`src/rtl/calendar_counter.sv`:
```
// Calendar date counter: day/month/year with per-month lengths, leap years,
// validated loads and registered rollover strobes.
module calendar_counter #(
  parameter int YEAR_W    = 12,
  parameter int YEAR_INIT = 2000,
  parameter bit GREGORIAN = 1'b1
) (
  input  logic              clk,
  input  logic              rst,
  input  logic              tick,
  input  logic              load,
  input  logic [4:0]        ld_day,
  input  logic [3:0]        ld_month,
  input  logic [YEAR_W-1:0] ld_year,
  output logic [4:0]        day,
  output logic [3:0]        month,
  output logic [YEAR_W-1:0] year,
  output logic [4:0]        dim,
  output logic              is_leap,
  output logic              month_end,
  output logic              year_end,
  output logic              load_err
);

  function automatic logic leap_of(input logic [YEAR_W-1:0] y);
    logic [31:0] yy;
    logic        r;
    yy = 32'(y);
    if (GREGORIAN) begin
      r = (yy % 32'd4 == 32'd0) && ((yy % 32'd100 != 32'd0) || (yy % 32'd400 == 32'd0));
    end else begin
      r = (yy[1:0] == 2'b00);
    end
    return r;
  endfunction

  // Out-of-range months report zero days so any load against them is rejected.
  function automatic logic [4:0] dim_of(input logic [3:0] m, input logic leap);
    logic [4:0] r;
    case (m)
      4'd1, 4'd3, 4'd5, 4'd7, 4'd8, 4'd10, 4'd12: r = 5'd31;
      4'd4, 4'd6, 4'd9, 4'd11:                    r = 5'd30;
      4'd2:                                       r = leap ? 5'd29 : 5'd28;
      default:                                    r = 5'd0;
    endcase
    return r;
  endfunction

  logic [4:0]        day_q, day_d;
  logic [3:0]        month_q, month_d;
  logic [YEAR_W-1:0] year_q, year_d;
  logic              month_end_q, month_end_d;
  logic              year_end_q, year_end_d;
  logic              load_err_q, load_err_d;
  logic              load_valid_s;

  assign is_leap      = leap_of(year_q);
  assign dim          = dim_of(month_q, is_leap);
  assign load_valid_s = (ld_day != 5'd0) && (ld_day <= dim_of(ld_month, leap_of(ld_year)));

  // Next-state: load has priority over tick; a tick alongside any load is dropped.
  always_comb begin
    day_d       = day_q;
    month_d     = month_q;
    year_d      = year_q;
    month_end_d = 1'b0;
    year_end_d  = 1'b0;
    load_err_d  = 1'b0;
    if (load) begin
      if (load_valid_s) begin
        day_d   = ld_day;
        month_d = ld_month;
        year_d  = ld_year;
      end else begin
        load_err_d = 1'b1;
      end
    end else if (tick) begin
      if (day_q < dim) begin
        day_d = day_q + 5'd1;
      end else begin
        day_d       = 5'd1;
        month_end_d = 1'b1;
        if (month_q < 4'd12) begin
          month_d = month_q + 4'd1;
        end else begin
          month_d    = 4'd1;
          year_d     = year_q + YEAR_W'(1);
          year_end_d = 1'b1;
        end
      end
    end else begin
      day_d = day_q;
    end
  end

  // State and strobe registers with synchronous reset.
  always_ff @(posedge clk) begin
    if (rst) begin
      day_q       <= 5'd1;
      month_q     <= 4'd1;
      year_q      <= YEAR_W'(YEAR_INIT);
      month_end_q <= 1'b0;
      year_end_q  <= 1'b0;
      load_err_q  <= 1'b0;
    end else begin
      day_q       <= day_d;
      month_q     <= month_d;
      year_q      <= year_d;
      month_end_q <= month_end_d;
      year_end_q  <= year_end_d;
      load_err_q  <= load_err_d;
    end
  end

  assign day       = day_q;
  assign month     = month_q;
  assign year      = year_q;
  assign month_end = month_end_q;
  assign year_end  = year_end_q;
  assign load_err  = load_err_q;

endmodule
```
`config.mk`:
```
export PLATFORM = sky130hd
export DESIGN_NAME = calendar_counter
export DESIGN_NICKNAME = d
export VERILOG_FILES = /design/src/rtl/calendar_counter.sv
export SDC_FILE = /design/constraint.sdc
export NUM_CORES = 1
export LEC_CHECK = 0
export CORE_AREA = 2 2 117 108
export DETAILED_ROUTE_END_ITERATION = 8
export DIE_AREA = 0 0 119 110
export HOLD_SLACK_MARGIN = 0.02
export PLACE_DENSITY = 0.57
export SLEW_MARGIN = 20
export SYNTH_ARGS = -nofsm -noshare
export SYNTH_HDL_FRONTEND = slang
export SYNTH_SLANG_ARGS = --single-unit
export TNS_END_PERCENT = 10
```
`constraint.sdc`:
```
create_clock -name clk -period 8.8 [get_ports clk]
set_input_delay 1.76 -clock clk [delete_from_list [all_inputs] [get_ports clk]]
set_output_delay 1.76 -clock clk [all_outputs]
set_load 0.02 [all_outputs]
```
==> results_slide.txt <==
Synthesis and Place & Route Summary

Power and ir drop
  • Sequential Power Share: around 14%
  • Clock network power share: 11.8%
  • Combinational gate power: around 0.85 mW
  • Pwr top: combinational logic
  • Clk. pwr: about 0.13 mW
  • Net Sw Power: between 0.5 and 0.6 mW
  • Sw frac: roughly half
  • PwrDens: between 200 and 250 mW/mm^2
  • Seq group: around 0.16 mW
  • Internal: between 0.5 and 0.6 mW

Logic synthesis
  • Synthesized net count: ~620
  • Post-synthesis instance total: 581
  • Yosys Warn Count: 0
  • Number of synthesized register bits: 24
  • Number of enable flip-flop cells: 0
  • Post-synth area from yosys stat: a little over 0.004 mm^2
  • Syn_area_per_cell: 6.98 um^2
  • Yosys Instances: slightly below 600
  • Commonest flop: dfxtp_1
  • Mapped Area: 0.00405 mm^2

Finish
  • Post-synthesis to final-layout area growth: 23.2%
  • Flip-flops: 24
  • Dominant class by area: logic gates
  • NumNets Final: approximately 670
  • Non-clock buffer share: 14.6%
  • Register area: 480 um^2
  • Multi-input combinational area share: a little under 70%
  • Final core utilization: 42.2%
  • Design area: around 0.005 mm^2
  • Non-Clock Buffer Count: between 70 and 80
  • Comb gates: roughly 490
  • Share of layout cells above drive strength 1: between 10% and 20%

Timing
  • Final WS setup: about 0.47 ns
  • Final Hold Viols: 0
  • FMAX: about 0.12 GHz
  • Crit share post-route: between 90 and 100%
  • Final Skew: about 0.010 ns
  • Tmin final: roughly 8.3 ns
  • Setup violators final: 0
  • Slew headroom: between 30% and 40%
  • Worst Tran Pin Value: between 1 and 1.5 ns

CTS
  • Root buffer cell: clkbuf_16
  • Skew-Pair Late Insertion Delay: about 0.26 ns
  • H-Tree Depth: 1
  • CTS Sinks: 24
  • Number of CTS-inserted buffers: 3
  • CTS tree: yes
  • Clk buf depth: 2

Floorplanning
  • Core area: 0.0118 mm^2
  • N_taps: 160
  • Die width: 119 um
  • Pre-Place Util: roughly 34%
  • Chip height: between 100 and 150 um
  • Die area: 0.0131 mm^2

Global route
  • Gr usage total: 19.1%
  • M3 GR Usage: between 2 and 2.5%
  • Initial antenna violation count: 0
  • Top Usage Layer GRT: met2
  • Met2 Use GR: 31.8%
  • Largest net degree at the start of global routing: roughly 45
  • M1 GR Usage: between 20% and 30%
  • Grt total ovfl: 0

Worst setup path
  • Worst R2R Start: year[8]
  • R2r endpoint: year[10]
  • Crit path launch: ld_year[8]
  • Most common cell on crit path: buf_4
  • Top delay family on crit path: AND-OR/OR-AND gates
  • Worst Path Arrival: between 8 and 9 ns
  • Crit. End Element: flip-flop
  • CP Max Fanout: 8
  • Buf/Inv on CP: 5

Route
  • Routed met1 length: roughly 6400 um
  • Antenna-violating nets left: 0
  • Via/cell ratio: roughly 5.9
  • Highest metal used: met4
  • Metal3 WL: slightly below 600 um
  • Routed wire length: 12900 um
  • DRC viols: 0
  • Drt wl/cell: between 15 and 20 um
  • WL met2: 5900 um
  • Initial DRC count: roughly 300
  • First-pass DRT Iterations: 6

Place
  • Global placer's final weighted congestion: 0.916
  • HPWL Detailed: 9500 um

Hold path
  • Hold depth: 2
  • Worst Hold Launch: year[1]

Flow run
  • Max Cap Viol: 0
  • Log Warnings: 30

Outcome
  • Outcome: finished clean
[cells in the mapped netlist (all sizes together), types with 15 or more instances]
cell type / count / share of area, %
inv: 28 / 2.6
nand3: 19 / 2.5
buf: 15 / 2.6
clkbuf: 28 / 2.6
o21ai: 43 / 5.4
a21oi: 47 / 6.1
dfxtp: 24 / 12
ha: 18 / 5.6
xnor2: 16 / 3.8
nand2: 44 / 4.1
nor3: 36 / 4.8
nor2: 45 / 4.2
[placed cells by master, fill, tap and decap left out, types with 12 or more instances in the layout]
| master | count |
|---|---|
| a21oi_1 | 44 |
| buf_4 | 25 |
| clkdlybuf4s50_1 | 54 |
| dfxtp_1 | 24 |
| ha_1 | 18 |
| inv_1 | 28 |
| nand2_1 | 44 |
| nand3_1 | 18 |
| nor2_1 | 45 |
| nor3_1 | 32 |
| o211ai_1 | 12 |
| o21ai_0 | 36 |
| o31ai_1 | 12 |
[what timing repair did]
item                       4_1_cts  5_1_grt
setup endpoints to repair        0       21
buffers inserted                 0        6
resized                          0       18
[flip-flops by register name, indices dropped and copies added (netlist names)]
register and flops:
month 4, day 5, year 12, year_end 1, month_end 1, load_err 1
[worst min-delay path: stages, from the launching register on]
cell and delay [ns]:
dfxtp_1 0.34, inv_1 0.08, a211oi_1 0.06
[logic make-up after synthesis]
family	count (synthesis)	share of synthesized area, %
buf+inv	72	7.84
fa+ha+maj	21	6.33
compound gates	218	37.8
simple gates	212	27.4
xor+xnor	17	4.04
flops	24	11.9
mux	17	4.72
[per-stage QoR]
step / hold WS (ns) / instances
2_1_floorplan: 0.580 / 581
3_3_place_gp: 0.506 / 771
3_5_place_dp: 0.516 / 771
4_1_cts: 0.529 / 775
5_1_grt: 0.572 / 783
6_report: 0.532 / 783
Fig. 1: placement by cell class
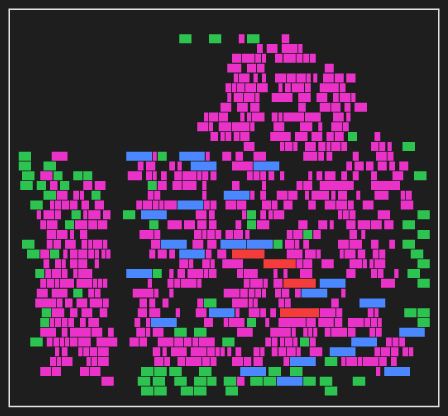
sequential cells: drawn in blue, cells 24. remaining buffers and delay cells: drawn in green, cells 79. clock drivers and dummy loads: drawn in red, cells 4. combinational and other logic: drawn in magenta, cells 516.

Fig. 2: clock distribution
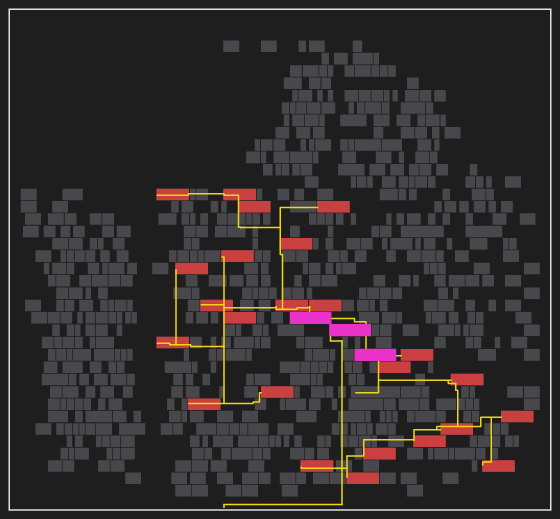
clock wires: drawn in yellow, length 388 um. clock drivers: drawn in magenta, count 3. flip-flops: drawn in red, count 24.
There are 4 routed clock nets.

Fig. 3: routed metal, one colour a layer
The bar under the picture is 20 um long.
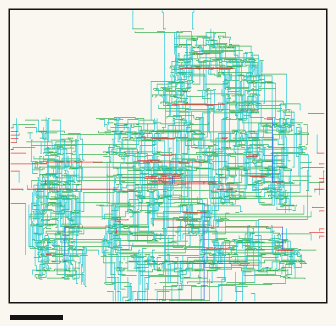
metal 1: drawn in green, wire length 6370 um. metal 3: drawn in red, wire length 579 um. metal 2: drawn in cyan, wire length 5900 um. metal 4: drawn in blue, wire length 83.6 um.

Power figures rest on the tool's default switching activity, not on a simulated workload.
